==> run_1/pdn.png <==
Scale: 3 px per um. Pins as bars on the die edge. Tap cells in gray.
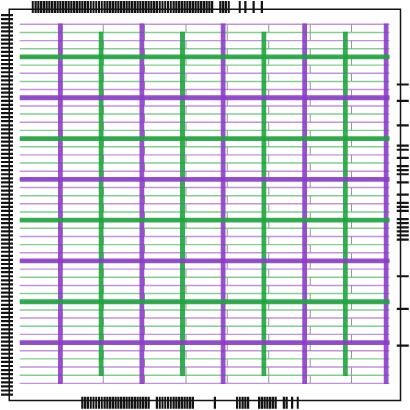
==> run_1/final_clocks.png <==
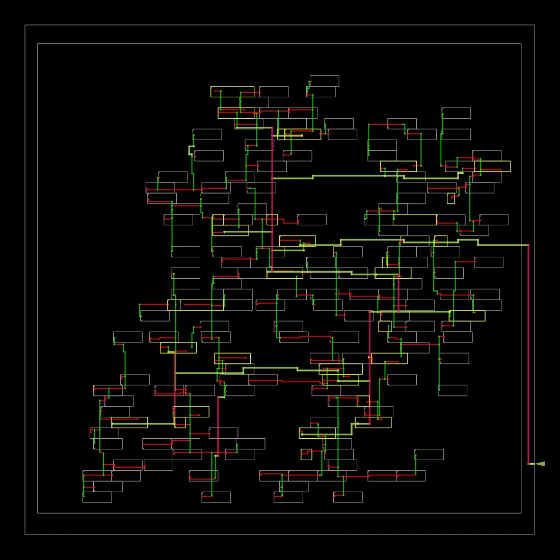
==> run_1/met2.png <==
Scale: 2 px per um.
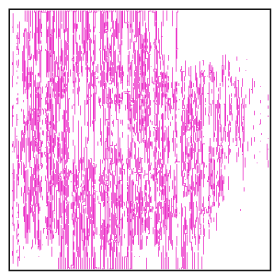
==> run_1/met3.png <==
Scale: 2 px per um.
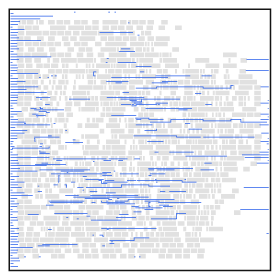
<file path="src/rtl/asteroids_pkg.sv">
// Shared types and constants for the asteroid field controller.
// Asteroid sizes, spawner FSM states, score values and LFSR feedback taps.
package asteroids;

    typedef enum logic [1:0] {
        AST_LARGE = 2'd0,
        AST_MED   = 2'd1,
        AST_SMALL = 2'd2
    } ast_t;

    typedef enum logic [2:0] {
        S_IDLE,
        S_WAVE,
        S_RUN,
        S_SPLIT_A,
        S_SPLIT_B
    } spawn_state_t;

    localparam logic [6:0] PTS_LARGE = 7'd20;
    localparam logic [6:0] PTS_MED   = 7'd50;
    localparam logic [6:0] PTS_SMALL = 7'd100;

    // Right-shifting Galois form of x^16 + x^14 + x^13 + x^11 + 1.
    localparam logic [15:0] LFSR_TAPS = 16'hB400;

endpackage

</file>
<file path="src/rtl/asteroid_spawner_lfsr.sv">
// 16-bit Galois LFSR used as the spawn-randomness source.
// Free-running; reset loads SEED, which must be nonzero.
module ast_lfsr
    import asteroids::*;
#(
    parameter logic [15:0] SEED = 16'hACE1
) (
    input  logic        clk,
    input  logic        reset,
    output logic [15:0] value
);

    always_ff @(posedge clk) begin
        if (reset) begin
            value <= SEED;
        end else begin
            value <= {1'b0, value[15:1]} ^ (value[0] ? LFSR_TAPS : '0);
        end
    end

endmodule

</file>
<file path="src/rtl/asteroid_spawner.sv">
// Owns the asteroid slot pool: launches waves of large asteroids and turns
// accepted hits into stop strobes, score pulses and split-children spawns.
module asteroid_spawner
    import asteroids::*;
#(
    parameter int          N_AST     = 8,
    parameter int          WIDTH     = 640,
    parameter int          HEIGHT    = 480,
    parameter int          WAVE_BASE = 4,
    parameter logic [15:0] LFSR_SEED = 16'hACE1
) (
    input  logic                                    clk,
    input  logic                                    reset,
    input  logic                                    start_done,
    input  logic                                    wave_start,
    input  logic                                    hit_valid,
    input  logic [$clog2(N_AST)-1:0]                hit_idx,
    output logic                                    hit_ready,
    input  logic [N_AST-1:0][$clog2(WIDTH)-1:0]     ast_x,
    input  logic [N_AST-1:0][$clog2(HEIGHT)-1:0]    ast_y,
    output logic [N_AST-1:0]                        new_asteroid,
    output logic [N_AST-1:0]                        asteroid_hit,
    output ast_t [N_AST-1:0]                        ast_type,
    output logic [$clog2(WIDTH)-1:0]                x_init,
    output logic [$clog2(HEIGHT)-1:0]               y_init,
    output logic [9:0]                              phase_n,
    output logic [3:0]                              phase_inc_n,
    output logic [N_AST-1:0]                        active,
    output logic                                    score_valid,
    output logic [6:0]                              score_pts,
    output logic                                    wave_clear,
    output logic [3:0]                              wave_num
);

    localparam int XW = $clog2(WIDTH);
    localparam int YW = $clog2(HEIGHT);
    localparam int IW = $clog2(N_AST);
    localparam int CW = $clog2(N_AST + 1);

    spawn_state_t state, state_next;
    logic [15:0]  lfsr;

    logic [CW-1:0] cnt, cnt_d, wave_len;
    logic [XW-1:0] hx, hx_d;
    logic [YW-1:0] hy, hy_d;
    ast_t          ptype, ptype_d;
    logic [9:0]    phase_p, phase_p_d;

    logic [N_AST-1:0] new_d, hit_d, active_d;
    ast_t [N_AST-1:0] type_d;
    logic [XW-1:0]    x_d;
    logic [YW-1:0]    y_d;
    logic [9:0]       phase_d;
    logic [3:0]       inc_d;
    logic             score_valid_d, wave_clear_d, hit_ready_d;
    logic [6:0]       score_pts_d;
    logic [3:0]       wave_num_d;

    logic          free_found;
    logic [IW-1:0] free_idx;
    logic          wave_go, hit_accept;

    logic          spawn_en;
    ast_t          spawn_type;
    logic [XW-1:0] spawn_x, edge_x;
    logic [YW-1:0] spawn_y, edge_y;
    logic [9:0]    spawn_phase;
    int unsigned   raw_x, raw_y, wl;

    ast_lfsr #(.SEED(LFSR_SEED)) u_lfsr (
        .clk   (clk),
        .reset (reset),
        .value (lfsr)
    );

    always_comb begin
        free_found = 1'b0;
        free_idx   = '0;
        for (int unsigned i = 0; i < N_AST; i++) begin
            if (!active[i] && !free_found) begin
                free_found = 1'b1;
                free_idx   = IW'(i);
            end
        end
    end

    // Wave spawns enter on the left or top edge, folded back onto the screen.
    always_comb begin
        raw_x = {22'd0, lfsr[9:0]};
        raw_y = {23'd0, lfsr[8:0]};
        if (raw_x >= unsigned'(WIDTH))  raw_x = raw_x - unsigned'(WIDTH);
        if (raw_y >= unsigned'(HEIGHT)) raw_y = raw_y - unsigned'(HEIGHT);
        edge_x = lfsr[15] ? XW'(raw_x) : '0;
        edge_y = lfsr[15] ? '0 : YW'(raw_y);
    end

    always_comb begin
        wl = unsigned'(WAVE_BASE) + 32'(wave_num) * 2;
        if (wl > unsigned'(N_AST)) wl = unsigned'(N_AST);
        wave_len = CW'(wl);
    end

    assign wave_go    = wave_start & (start_done | (wave_num != '0));
    assign hit_accept = (state == S_RUN) & hit_valid & hit_ready & active[hit_idx];

    always_ff @(posedge clk) begin
        if (reset) begin
            state        <= S_IDLE;
            cnt          <= '0;
            hx           <= '0;
            hy           <= '0;
            ptype        <= AST_LARGE;
            phase_p      <= '0;
            new_asteroid <= '0;
            asteroid_hit <= '0;
            for (int unsigned i = 0; i < N_AST; i++) ast_type[i] <= AST_LARGE;
            x_init       <= '0;
            y_init       <= '0;
            phase_n      <= '0;
            phase_inc_n  <= '0;
            active       <= '0;
            score_valid  <= 1'b0;
            score_pts    <= '0;
            wave_clear   <= 1'b0;
            wave_num     <= '0;
            hit_ready    <= 1'b0;
        end else begin
            state        <= state_next;
            cnt          <= cnt_d;
            hx           <= hx_d;
            hy           <= hy_d;
            ptype        <= ptype_d;
            phase_p      <= phase_p_d;
            new_asteroid <= new_d;
            asteroid_hit <= hit_d;
            ast_type     <= type_d;
            x_init       <= x_d;
            y_init       <= y_d;
            phase_n      <= phase_d;
            phase_inc_n  <= inc_d;
            active       <= active_d;
            score_valid  <= score_valid_d;
            score_pts    <= score_pts_d;
            wave_clear   <= wave_clear_d;
            wave_num     <= wave_num_d;
            hit_ready    <= hit_ready_d;
        end
    end

    always_comb begin
        state_next = state;
        unique case (state)
            S_IDLE:    if (wave_go) state_next = (wave_len == CW'(1)) ? S_RUN : S_WAVE;
            S_WAVE:    if (cnt == CW'(1)) state_next = S_RUN;
            S_RUN: begin
                if (hit_accept)
                    state_next = (ast_type[hit_idx] == AST_SMALL) ? S_RUN : S_SPLIT_A;
                else if (active == '0)
                    state_next = S_IDLE;
            end
            S_SPLIT_A: state_next = S_SPLIT_B;
            S_SPLIT_B: state_next = S_RUN;
            default:   state_next = S_IDLE;
        endcase
    end

    // The first wave spawn is issued on the IDLE exit edge so its strobe lands
    // one cycle after wave_start; cnt then tracks spawns still owed.
    always_comb begin
        cnt_d         = cnt;
        hx_d          = hx;
        hy_d          = hy;
        ptype_d       = ptype;
        phase_p_d     = phase_p;
        new_d         = '0;
        hit_d         = '0;
        active_d      = active;
        type_d        = ast_type;
        x_d           = x_init;
        y_d           = y_init;
        phase_d       = phase_n;
        inc_d         = phase_inc_n;
        score_valid_d = 1'b0;
        score_pts_d   = score_pts;
        wave_clear_d  = 1'b0;
        wave_num_d    = wave_num;
        spawn_en      = 1'b0;
        spawn_type    = AST_LARGE;
        spawn_x       = edge_x;
        spawn_y       = edge_y;
        spawn_phase   = lfsr[9:0];

        unique case (state)
            S_IDLE: begin
                if (wave_go) begin
                    spawn_en = 1'b1;
                    cnt_d    = wave_len - CW'(1);
                end
            end
            S_WAVE: begin
                spawn_en = 1'b1;
                cnt_d    = cnt - CW'(1);
            end
            S_RUN: begin
                if (hit_accept) begin
                    hx_d             = ast_x[hit_idx];
                    hy_d             = ast_y[hit_idx];
                    ptype_d          = ast_type[hit_idx];
                    hit_d[hit_idx]   = 1'b1;
                    active_d[hit_idx] = 1'b0;
                    score_valid_d    = 1'b1;
                    unique case (ast_type[hit_idx])
                        AST_LARGE: score_pts_d = PTS_LARGE;
                        AST_MED:   score_pts_d = PTS_MED;
                        default:   score_pts_d = PTS_SMALL;
                    endcase
                end else if (active == '0) begin
                    wave_clear_d = 1'b1;
                    if (wave_num != 4'd15) wave_num_d = wave_num + 4'd1;
                end
            end
            S_SPLIT_A: begin
                spawn_en   = 1'b1;
                spawn_type = (ptype == AST_LARGE) ? AST_MED : AST_SMALL;
                spawn_x    = hx;
                spawn_y    = hy;
                phase_p_d  = lfsr[9:0];
            end
            S_SPLIT_B: begin
                spawn_en    = 1'b1;
                spawn_type  = (ptype == AST_LARGE) ? AST_MED : AST_SMALL;
                spawn_x     = hx;
                spawn_y     = hy;
                spawn_phase = phase_p + 10'd512;
            end
            default: ;
        endcase

        if (spawn_en && free_found) begin
            new_d[free_idx]    = 1'b1;
            active_d[free_idx] = 1'b1;
            type_d[free_idx]   = spawn_type;
            x_d                = spawn_x;
            y_d                = spawn_y;
            phase_d            = spawn_phase;
            inc_d              = 4'(lfsr >> 10);
        end

        hit_ready_d = (state == S_RUN) && (state_next == S_RUN) && !hit_accept;
    end

endmodule

</file>
<file path="config.mk">
export PLATFORM = sky130hd
export DESIGN_NAME = asteroid_spawner
export DESIGN_NICKNAME = d
export VERILOG_FILES = /design/src/rtl/asteroids_pkg.sv /design/src/rtl/asteroid_spawner_lfsr.sv /design/src/rtl/asteroid_spawner.sv
export SDC_FILE = /design/constraint.sdc
export NUM_CORES = 1
export LEC_CHECK = 0
export CORE_MARGIN = 3
export CORE_UTILIZATION = 46
export DETAILED_ROUTE_END_ITERATION = 8
export GPL_TIMING_DRIVEN = 0
export PLACE_DENSITY = 0.86
export SYNTH_ARGS = -nofsm -noshare
export SYNTH_HDL_FRONTEND = slang
export SYNTH_SLANG_ARGS = --single-unit
export TNS_END_PERCENT = 5
</file>
<file path="constraint.sdc">
create_clock -name clk -period 2.8 [get_ports clk]
set_input_delay 0.56 -clock clk [delete_from_list [all_inputs] [get_ports clk]]
set_output_delay 0.56 -clock clk [all_outputs]
set_load 0.05 [all_outputs]
</file>
==> qor.yml, run 1 <==
finalSetupTns_ns: 0
wl_met1_mm: 9.46
status: "finished, final reports clean"
holdPathEnd: "phase_p[1]"
timing.max_cap.violations: 0
grt_max_degree: 17
cts_hold_buf: 0
grt_util_met3: 0.0806
yosys_area_sq_um: 7060
crit_top_cell: "clkbuf_1"
slowest_stage: "or4b_1"
cts_buffer_depth: 2
ioPinCount: 247
lay_top_count: "clkdlybuf4s50_1"
synth_top_flop_cell: "dfxtp_1"
grt_pass1_wl_mm: 38.7
cp_num_buf_inv: 3
rows: 44
ys_ff: 139
hold_path.startpoint: "phase_p[1]"
edf_count: 0
grtUsageTotal: 0.298
crit_type: "flop to flop"
grt_setup_unrepaired: "no"
via_per_inst: 5.89
syn_to_final_growth_pct: 46.4
fill_cells: 1113
min_period_ns: 2.52
rr_endpoint: "phase_n[9]"
wl_met3_mm: 1.94
worst-r2r-cell-count: 9
drive_gt1_frac: 0.109
syn_area_per_cell_sq_um: 8.93
rrSetupSlack_ns: 0.28
fin_area_sq_um: 10300
relSlewSlack: 0.380
Back to the opening pictures, pdn.png:
VDD -> green
VSS -> purple
rows = 44
met1 rails = 45
met5 straps = 8
met4 straps = 9
tap cells = 184
die width: 130 um
core area: 14800 sq um
peak supply drop: 0.501 mV
die height: 130 um

Back to the opening pictures, final_clocks.png:
# clock sinks: 139
Clk power: 2380 uW
Latency at later pin: 0.43 ns

Back to the opening pictures, met2.png:
share of all routed wire = 50%
nets with wire on the layer = 1053
longest straight run = 45.2 um
main direction = vertical
wire length on this layer = 12700 um
via count: 7373
met2 Use GR: 0.510
Post-Route WL: 25.4 mm

Back to the opening pictures, met3.png:
longest straight run = 37.5 um
main direction = horizontal
nets with wire on the layer = 219
wire length on this layer = 1940 um
share of all routed wire = 7.7%

[run 1: power breakdown]
part	internal (uW)	switching (uW)
Combinational	542	668
Sequential	2070	74.8
Clock	1490	891
[run 1: per-stage QoR]
step	setup slack [ns]	hold slack [ns]
floorplan	0.456	0.417
global placement	-0.0775	0.438
detailed placement	-0.0826	0.446
CTS	0.296	0.454
global route	0.0978	0.464
finish	0.282	0.453
[run 1: cell type report]
| cell class | count | area share |
|---|---|---|
| Antenna cell | 2 | 0.000484 |
| Buffer | 64 | 0.0306 |
| Clock buffer | 18 | 0.0415 |
| Clock inverter | 14 | 0.0189 |
| Inverter | 14 | 0.00508 |
| Multi-Input combinational cell | 575 | 0.379 |
| Sequential cell | 139 | 0.269 |
| Tap cell | 184 | 0.0223 |
| Timing Repair Buffer | 241 | 0.233 |
[run 1: cell families (layout without fill, tap and decap cells)]
logic type / Yosys count / after routing / share of synthesized area
other: 1 / 4 / 0.000531
muxes: 71 / 71 / 0.142
adders and majority gates: 12 / 12 / 0.0213
and+or+nand+nor: 310 / 310 / 0.208
xor gates and xnor gates: 7 / 7 / 0.00868
DFF: 139 / 139 / 0.394
buffers and inverters: 78 / 351 / 0.0523
AOI/OAI and AO/OA: 173 / 173 / 0.173
[run 1: cell usage after synthesis (all sizes together), types with 12 or more instances]
library cell	number	area (sq um)
a21oi	54	270
o21ai	25	125
a211oi	29	228
mux2i	35	350
dfxtp	139	2780
nand2	103	387
a311oi	15	163
ha	12	150
nand3	23	125
clkbuf	32	120
buf	32	196
mux4	22	495
nor3	21	110
nor2	85	319
nor2b	15	93.8
inv	14	52.6
nor4	15	93.8
mux2	14	158
[run 1: tightest hold or removal path, cell delays in order (launching register included)]
cell     delay [ns]
dfxtp_1        0.31
nand2_1        0.05
a21oi_1        0.05
--- run 2 (diff from run 1) ---
--- a/config.mk
+++ b/config.mk
@@ -5,11 +5,12 @@
 export SDC_FILE = /design/constraint.sdc
 export NUM_CORES = 1
 export LEC_CHECK = 0
+export ABC_AREA = 1
 export CORE_MARGIN = 3
 export CORE_UTILIZATION = 46
 export DETAILED_ROUTE_END_ITERATION = 8
 export GPL_TIMING_DRIVEN = 0
-export PLACE_DENSITY = 0.86
+export PLACE_DENSITY = 0.87
 export SYNTH_ARGS = -nofsm -noshare
 export SYNTH_HDL_FRONTEND = slang
 export SYNTH_SLANG_ARGS = --single-unit
==> constraint.sdc (replaced) <==
create_clock -name clk -period 2.8 [get_ports clk]
set_input_delay 0.28 -clock clk [delete_from_list [all_inputs] [get_ports clk]]
set_output_delay 0.28 -clock clk [all_outputs]
set_load 0.05 [all_outputs]
==> run_2/pdn.png <==
Scale: 3 px per um. Pins as bars on the die edge. Tap cells in gray.
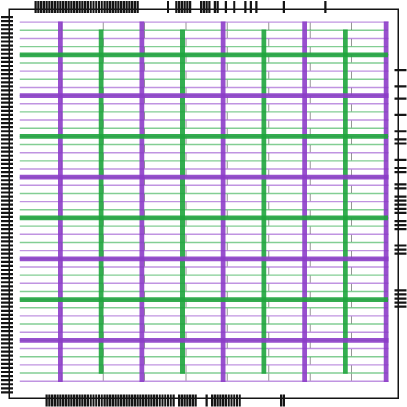
VSS -> purple
VDD -> green
signal pins = 247
met1 rails = 45

==> run 2 against run 1 <==
Net effect: largest power group unchanged; largest cell class unchanged; total power down 1.3%; die area down 1.1%; synthesized area down 1.2%.
==> qor.yml, run 2 <==
irDropWorstVdd_mv: 0.497
yosysTopAreaCell: "dfxtp_1"
p_per_area_nw_per_um2: 552
power_switching_uw: 1650
slowest_stage: "clkdlybuf4s50_1"
p_seq_frac: 0.380
dp_slack_ns: 0.192
clockPowerShare: 0.407
ys_ff: 139
min_period_ns: 2.24
rows: 44
cts_sinks: 139
core-area_sq_um: 14700
grt_max_degree: 17
grtUsageTotal: 0.300
synth_top_flop_cell: "dfxtp_1"
intPower_uw: 4000
hold_class: "flop to flop"
chipWidth_um: 129
diodes: 0
ioPinCount: 247
edf_count: 0
syn_to_final_growth_pct: 46.9
fin_ws_ns: 0.556
synth_top_area_share: 0.399
relSlewSlack: 0.565
insertion_delay_ns: 0.43
syn_area_per_cell_sq_um: 6.68
timing.max_cap.violations: 0
drive_gt1_frac: 0.0690
lay_top_count: "nand2_1"
drt_wl_total_mm: 25.6
status: "finished, final reports clean"
crit_type: "input pin to flop"
cts_buffer_depth: 2
combPwrFrac: 0.214
cts_hold_buf: 0
via_per_inst: 5.43
yosys-top-cells-count: "256 x nand2_1, 141 x nor2_1, 139 x dfxtp_1"
whs_ns: 0.433
yosysMostFrequentCell: "nand2_1"
yosys_area_sq_um: 6980
grt_setup_unrepaired: "no"
die_h_um: 129
finalSetupTns_ns: 0
swShare: 0.292
reg_top3: "ast_type (16), u_lfsr.value (16)"
==> run_2/met3.png <==
Scale: 2 px per um.
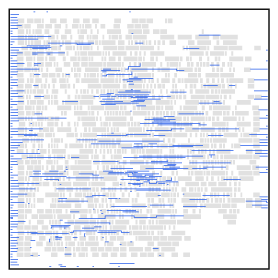
main direction = horizontal
wire length on this layer = 2180 um
longest straight run = 32.2 um
nets with wire on the layer = 258
share of all routed wire = 8.5%

==> run 2: cell count changes in the layout (fill, tap and decap cells not counted), sizes merged, moves of 14 or more <==
cell	delta
nand2	+155
a311oi	-15
o21ai	+93
nor4	-15
mux2i	-35
mux4	-22
mux2	-14
a211oi	-28
nand3	+14
nor2	+63
nand4	+19
inv	+105
nor2b	-15
a21oi	+23
==> run 2: logic make-up after synthesis <==
logic type / count (synthesis) / share of synthesized area
fa+ha+maj: 12 / 0.0215
xor+xnor: 3 / 0.00377
simple gates: 479 / 0.286
other cells: 1 / 0.000537
flops: 139 / 0.399
compound gates: 239 / 0.189
buf+inv: 171 / 0.101
==> run 2: final timing paths <==
path | from | to | slack (ns) | cells past startpoint
worst max-delay path | hit_idx[2] | hy[0] | 0.56 | 9
worst min-delay path | u_lfsr.value[14] | u_lfsr.value[13] | 0.43 | 1
worst max register to register | active[3] | phase_n[5] | 0.74 | 7
worst min register to register | u_lfsr.value[14] | u_lfsr.value[13] | 0.43 | 1
==> run 2: layout make-up <==
class | instances | area, sq um
flip-flops and latches | 139 | 2780
multi-input cells | 735 | 3500
plain buffers | 49 | 244
repair buffers | 244 | 2440
fillers | 1188 | 4450
inverters | 122 | 458
well taps | 184 | 230
clock inverters | 11 | 145
clock buffers | 19 | 453
==> run 2: power by group through the flow <==
stage	combinational [uW]	sequential [uW]	clock (uW)
after detailed placement	1190	2190	0
after global placement	1180	2190	0
after global routing	1300	2160	2380
after CTS	1200	2150	2300
final	1210	2150	2300
after floorplan	418	2430	0
==> run 2: layer usage <==
layer | GRT usage | vias up | wire length (um)
met5 | 0 | - | 0
met4 | 0.146 | 0 | 1250
met3 | 0.0536 | 79 | 2180
met2 | 0.530 | 471 | 12700
met1 | 0.350 | 3705 | 9510
li1 | - | 3912 | -
Power figures rest on the tool's default switching activity, not on a simulated workload.
